==> config.mk <==
export PLATFORM = sky130hd
export DESIGN_NAME = tx_engine
export DESIGN_NICKNAME = d
export VERILOG_FILES = /design/src/rtl/tx_engine.sv
export SDC_FILE = /design/constraint.sdc
export NUM_CORES = 1
export LEC_CHECK = 0
export ABC_CLOCK_PERIOD_IN_PS = 2150
export CORE_ASPECT_RATIO = 0.7
export CORE_UTILIZATION = 54
export DETAILED_ROUTE_END_ITERATION = 8
export GPL_TIMING_DRIVEN = 0
export PLACE_DENSITY_LB_ADDON = 0.3
export SLEW_MARGIN = 20
export SYNTH_ARGS = -nofsm -noshare
export SYNTH_HDL_FRONTEND = slang
export SYNTH_SLANG_ARGS = --single-unit
export TNS_END_PERCENT = 50
==> constraint.sdc <==
create_clock -name clk -period 2.15 [get_ports clk]
set_input_delay 0.43 -clock clk [delete_from_list [all_inputs] [get_ports clk]]
set_output_delay 0.43 -clock clk [all_outputs]
set_load 0.05 [all_outputs]
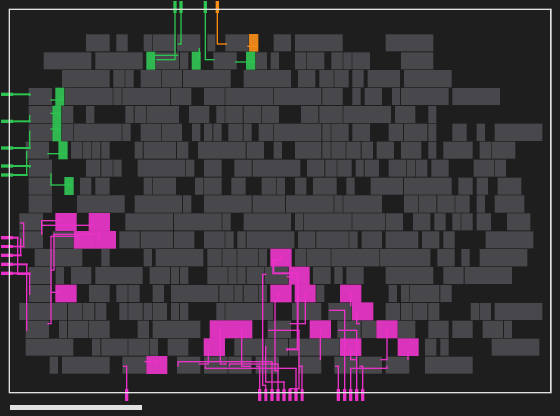
Run 1: port wiring
The bar under the picture is 20 µm long.
- magenta: k (direction input; edge 14 bottom, 5 left; end cells 19; buffers 19; wire 309 µm)
- orange: PEN (direction input; edge top; end cells 1; buffers 1; wire 8.00 µm)
- green: OUT_PORT (direction input; edge 5 left, 3 top; end cells 8; buffers 8; wire 67.1 µm)
I/O Buffers: 34
ports placed on the boundary: 35

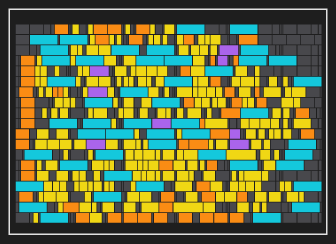
Run 1: cell classes on the final placement
Fill, decap, tap and diode cells in gray.
- orange: remaining buffers and delay cells (cells 55; share of their area 17%)
- purple: clock drivers and dummy loads (cells 8; share of their area 3.3%)
- yellow: combinational and other logic (cells 219; share of their area 47%)
- cyan: sequential cells (cells 48; share of their area 33%)
sequential portion of the cell area: 0.319
area of the placeable core: 0.00411 mm²

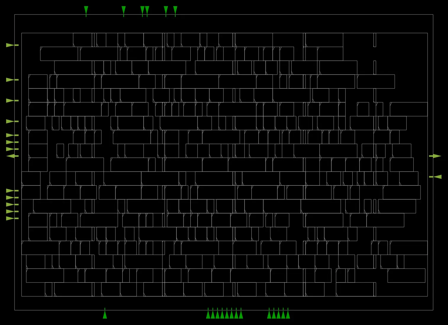
Run 1: cell outlines without signal wires
number of placement rows: 19
tap cells: 52
fill cell count: 324
post-layout util: 0.731
Final Non-Filler Cells: 382

==> impl_summary.log, run 1 <==
[flow] collecting metrics
INFO  metric floorplan_utilization = 0.589
INFO  metric syn_nets = between 300 and 400
INFO  metric place_congestion = 0.845
INFO  metric top_cell_excl_fill_tap = dfxtp_1
INFO  metric clock_tree_from_tritoncts = done
INFO  metric dp_slack = -0.448 ns
INFO  metric layout.nets = 365
INFO  metric synth.logic.top_family = simple AND/OR/NAND/NOR gates
INFO  metric cp.depth = 7
INFO  metric wl = roughly 5.9 mm
INFO  metric number_of_clock_buffer_instances_in_the_layout = 6
INFO  metric cp-end-kind = flip-flop
INFO  metric mostFrequentLayoutCells = 48 x dfxtp_1, 35 x nor2_1, 34 x clkdlybuf4s50_1, 33 x nand2_1, 22 x xnor2_1
INFO  metric power.internal = 1340 µW
INFO  metric status = complete, no violations
INFO  metric total_power = 1850 µW
INFO  metric finalHoldViolCount = 0
INFO  metric ys.warnings.count = 0
INFO  metric worst-r2r-setup-slack = approximately 0.18 ns
INFO  metric clkPwrFrac = 0.308
INFO  metric number_of_antenna_violations_at_the_first_check_in_global_routing = 0
INFO  metric synth.cells.most_frequent = 48 x dfxtp_1, 35 x nor2_1, 33 x nand2_1, 22 x xnor2_1, 21 x xor2_1
INFO  metric final_min_period_over_clock_period = 0.975
INFO  metric layout.non_clock_inverters = 7
INFO  metric synthToLayoutAreaGrowth = 24.2%
INFO  metric crit_buf_inv = 2
-- run 1: power by group through the flow --
| stage | clock (µW) | sequential [µW] | combinational (µW) |
|---|---|---|---|
| floorplan | 0 | 988 | 175 |
| global placement | 0 | 978 | 299 |
| detailed placement | 0 | 981 | 305 |
| CTS | 577 | 961 | 313 |
| global route | 613 | 966 | 344 |
| finish | 572 | 962 | 319 |
-- run 1: routing by layer --
layer	GRT usage	share of wire	up-vias
met5	0	0	-
met4	0.0852	0.026	0
met3	0.0551	0.064	18
met1	0.394	0.49	1066
li1	-	-	1079
met2	0.368	0.42	83
-- run 1: worst min-delay path, cell delays in order (launching register included) --
cell	delay (ns)
dfxtp_1	0.33
nand2_1	0.06
a21oi_1	0.05
==> run 1 -> run 2 <==
--- a/config.mk
+++ b/config.mk
@@ -5,12 +5,13 @@
 export SDC_FILE = /design/constraint.sdc
 export NUM_CORES = 1
 export LEC_CHECK = 0
-export ABC_CLOCK_PERIOD_IN_PS = 2150
+export ABC_CLOCK_PERIOD_IN_PS = 2700
 export CORE_ASPECT_RATIO = 0.7
-export CORE_UTILIZATION = 54
+export CORE_UTILIZATION = 55
 export DETAILED_ROUTE_END_ITERATION = 8
 export GPL_TIMING_DRIVEN = 0
 export PLACE_DENSITY_LB_ADDON = 0.3
+export SETUP_SLACK_MARGIN = 0.3
 export SLEW_MARGIN = 20
 export SYNTH_ARGS = -nofsm -noshare
 export SYNTH_HDL_FRONTEND = slang
==> constraint.sdc (replaced) <==
create_clock -name clk -period 2.7 [get_ports clk]
set_input_delay 0.54 -clock clk [delete_from_list [all_inputs] [get_ports clk]]
set_output_delay 0.54 -clock clk [all_outputs]
set_load 0.05 [all_outputs]
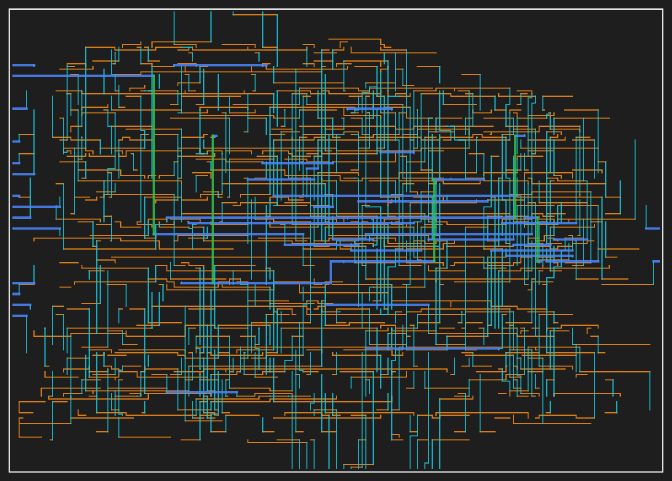
Run 2: routed metal, one color a layer
- cyan: metal 2 (wire length 2280 µm)
- orange: metal 1 (wire length 2800 µm)
- blue: metal 3 (wire length 406 µm)
- green: metal 4 (wire length 63.9 µm)
detailed-route wire length per cell: 14.8 µm
Detailed Route WL: 5.55 mm

==> impl_summary.log, run 2 <==
[flow] collecting metrics
INFO  metric crit_buf_inv = 1
INFO  metric p_clk = 539 µW
INFO  metric post_layout_nonfiller_instances = 374
INFO  metric synth.logic.top_family = simple AND/OR/NAND/NOR gates
INFO  metric power.largest_group = registers
INFO  metric worst-r2r-setup-slack = 0.59 ns
INFO  metric synthToLayoutAreaGrowth = 22.1%
INFO  metric fp-row-count = 19
INFO  metric number_of_antenna_violations_at_the_first_check_in_global_routing = 0
INFO  metric cp-end-kind = flip-flop
INFO  metric clock_tree_from_tritoncts = done
INFO  metric final_min_period_over_clock_period = 0.866
INFO  metric synthesis.instances = between 200 and 300
INFO  metric ys.warnings.count = 0
INFO  metric static_leak = approximately 0.0010 µW
INFO  metric yosys-mux-area-fraction = 0.00826
INFO  metric syn_nets = 316
INFO  metric floorplan_utilization = 0.596
INFO  metric mostFrequentLayoutCells = 48 x dfxtp_1, 35 x nor2_1, 34 x clkdlybuf4s50_1, 33 x nand2_1, 22 x xnor2_1
INFO  metric power.internal = roughly 1100 µW
INFO  metric synthSimpleGateAreaFrac = 0.245
INFO  metric syn-mean-instance-area = 8.65 µm²
INFO  metric maxSlewHeadroom = 0.386
INFO  metric cp.depth = 6
INFO  metric status = complete, no violations
INFO  metric netSwitchingPower = roughly 420 µW
INFO  metric place_congestion = 0.827
INFO  metric grt_pass1_wl = 9.00 mm
INFO  metric clkPwrFrac = 0.348
INFO  metric synth.cells.most_frequent = 48 x dfxtp_1, 35 x nor2_1, 33 x nand2_1, 22 x xnor2_1, 21 x xor2_1
INFO  metric pwr.group.sequential = 764 µW
INFO  metric finalHoldViolCount = 0
INFO  metric fillerInstances = 317
INFO  metric total_power = 1550 µW
INFO  metric ios = 35
INFO  metric comb_cell_power = between 200 and 250 µW
INFO  metric core_area = 0.00407 mm²
INFO  metric final.setup.tns = 0 ns
INFO  metric layout.nets = 357
INFO  metric setup_repair_after_global_routing_missed_its_margin = yes
INFO  metric setup_ws = 0.360 ns
INFO  metric port_buffers = 34
INFO  metric path_cells = clkdlybuf4s50_1 -> xnor2_1 -> nand4_1 -> nor3_2 -> a21oi_1 -> a2111o_1
INFO  metric final-setup-viol-count = 0
INFO  metric post-route-util = 0.727
INFO  metric top_cell_excl_fill_tap = dfxtp_1
==> run 2: layer usage <==
metal,global-route usage,part of all wire,vias to the layer above
li1,-,-,1060
met1,0.393,0.50,997
met2,0.349,0.41,78
met3,0.0688,0.073,10
met4,0.0740,0.011,0
met5,0,0,-
==> run 2: cell type report <==
type                       count  area (µm²)  area share
sequential                    48         961       0.325
tap                           52        65.1      0.0220
clock buffer                   5        68.8      0.0233
timing repair buffer          34         340       0.115
clock inverter                 3        46.3      0.0157
multi-input combinational    212        1350       0.455
buffer                        13         104      0.0351
inverter                       7        26.3     0.00889
==> run 2: repair_timing <==
action / 4_1_cts / 5_1_grt
hold buffers: 0 / 0
endpoints found under the setup margin: 0 / 13
endpoints found under the hold margin: 0 / 0
gates resized: 0 / 2
Power and IR drop assume default switching activity.
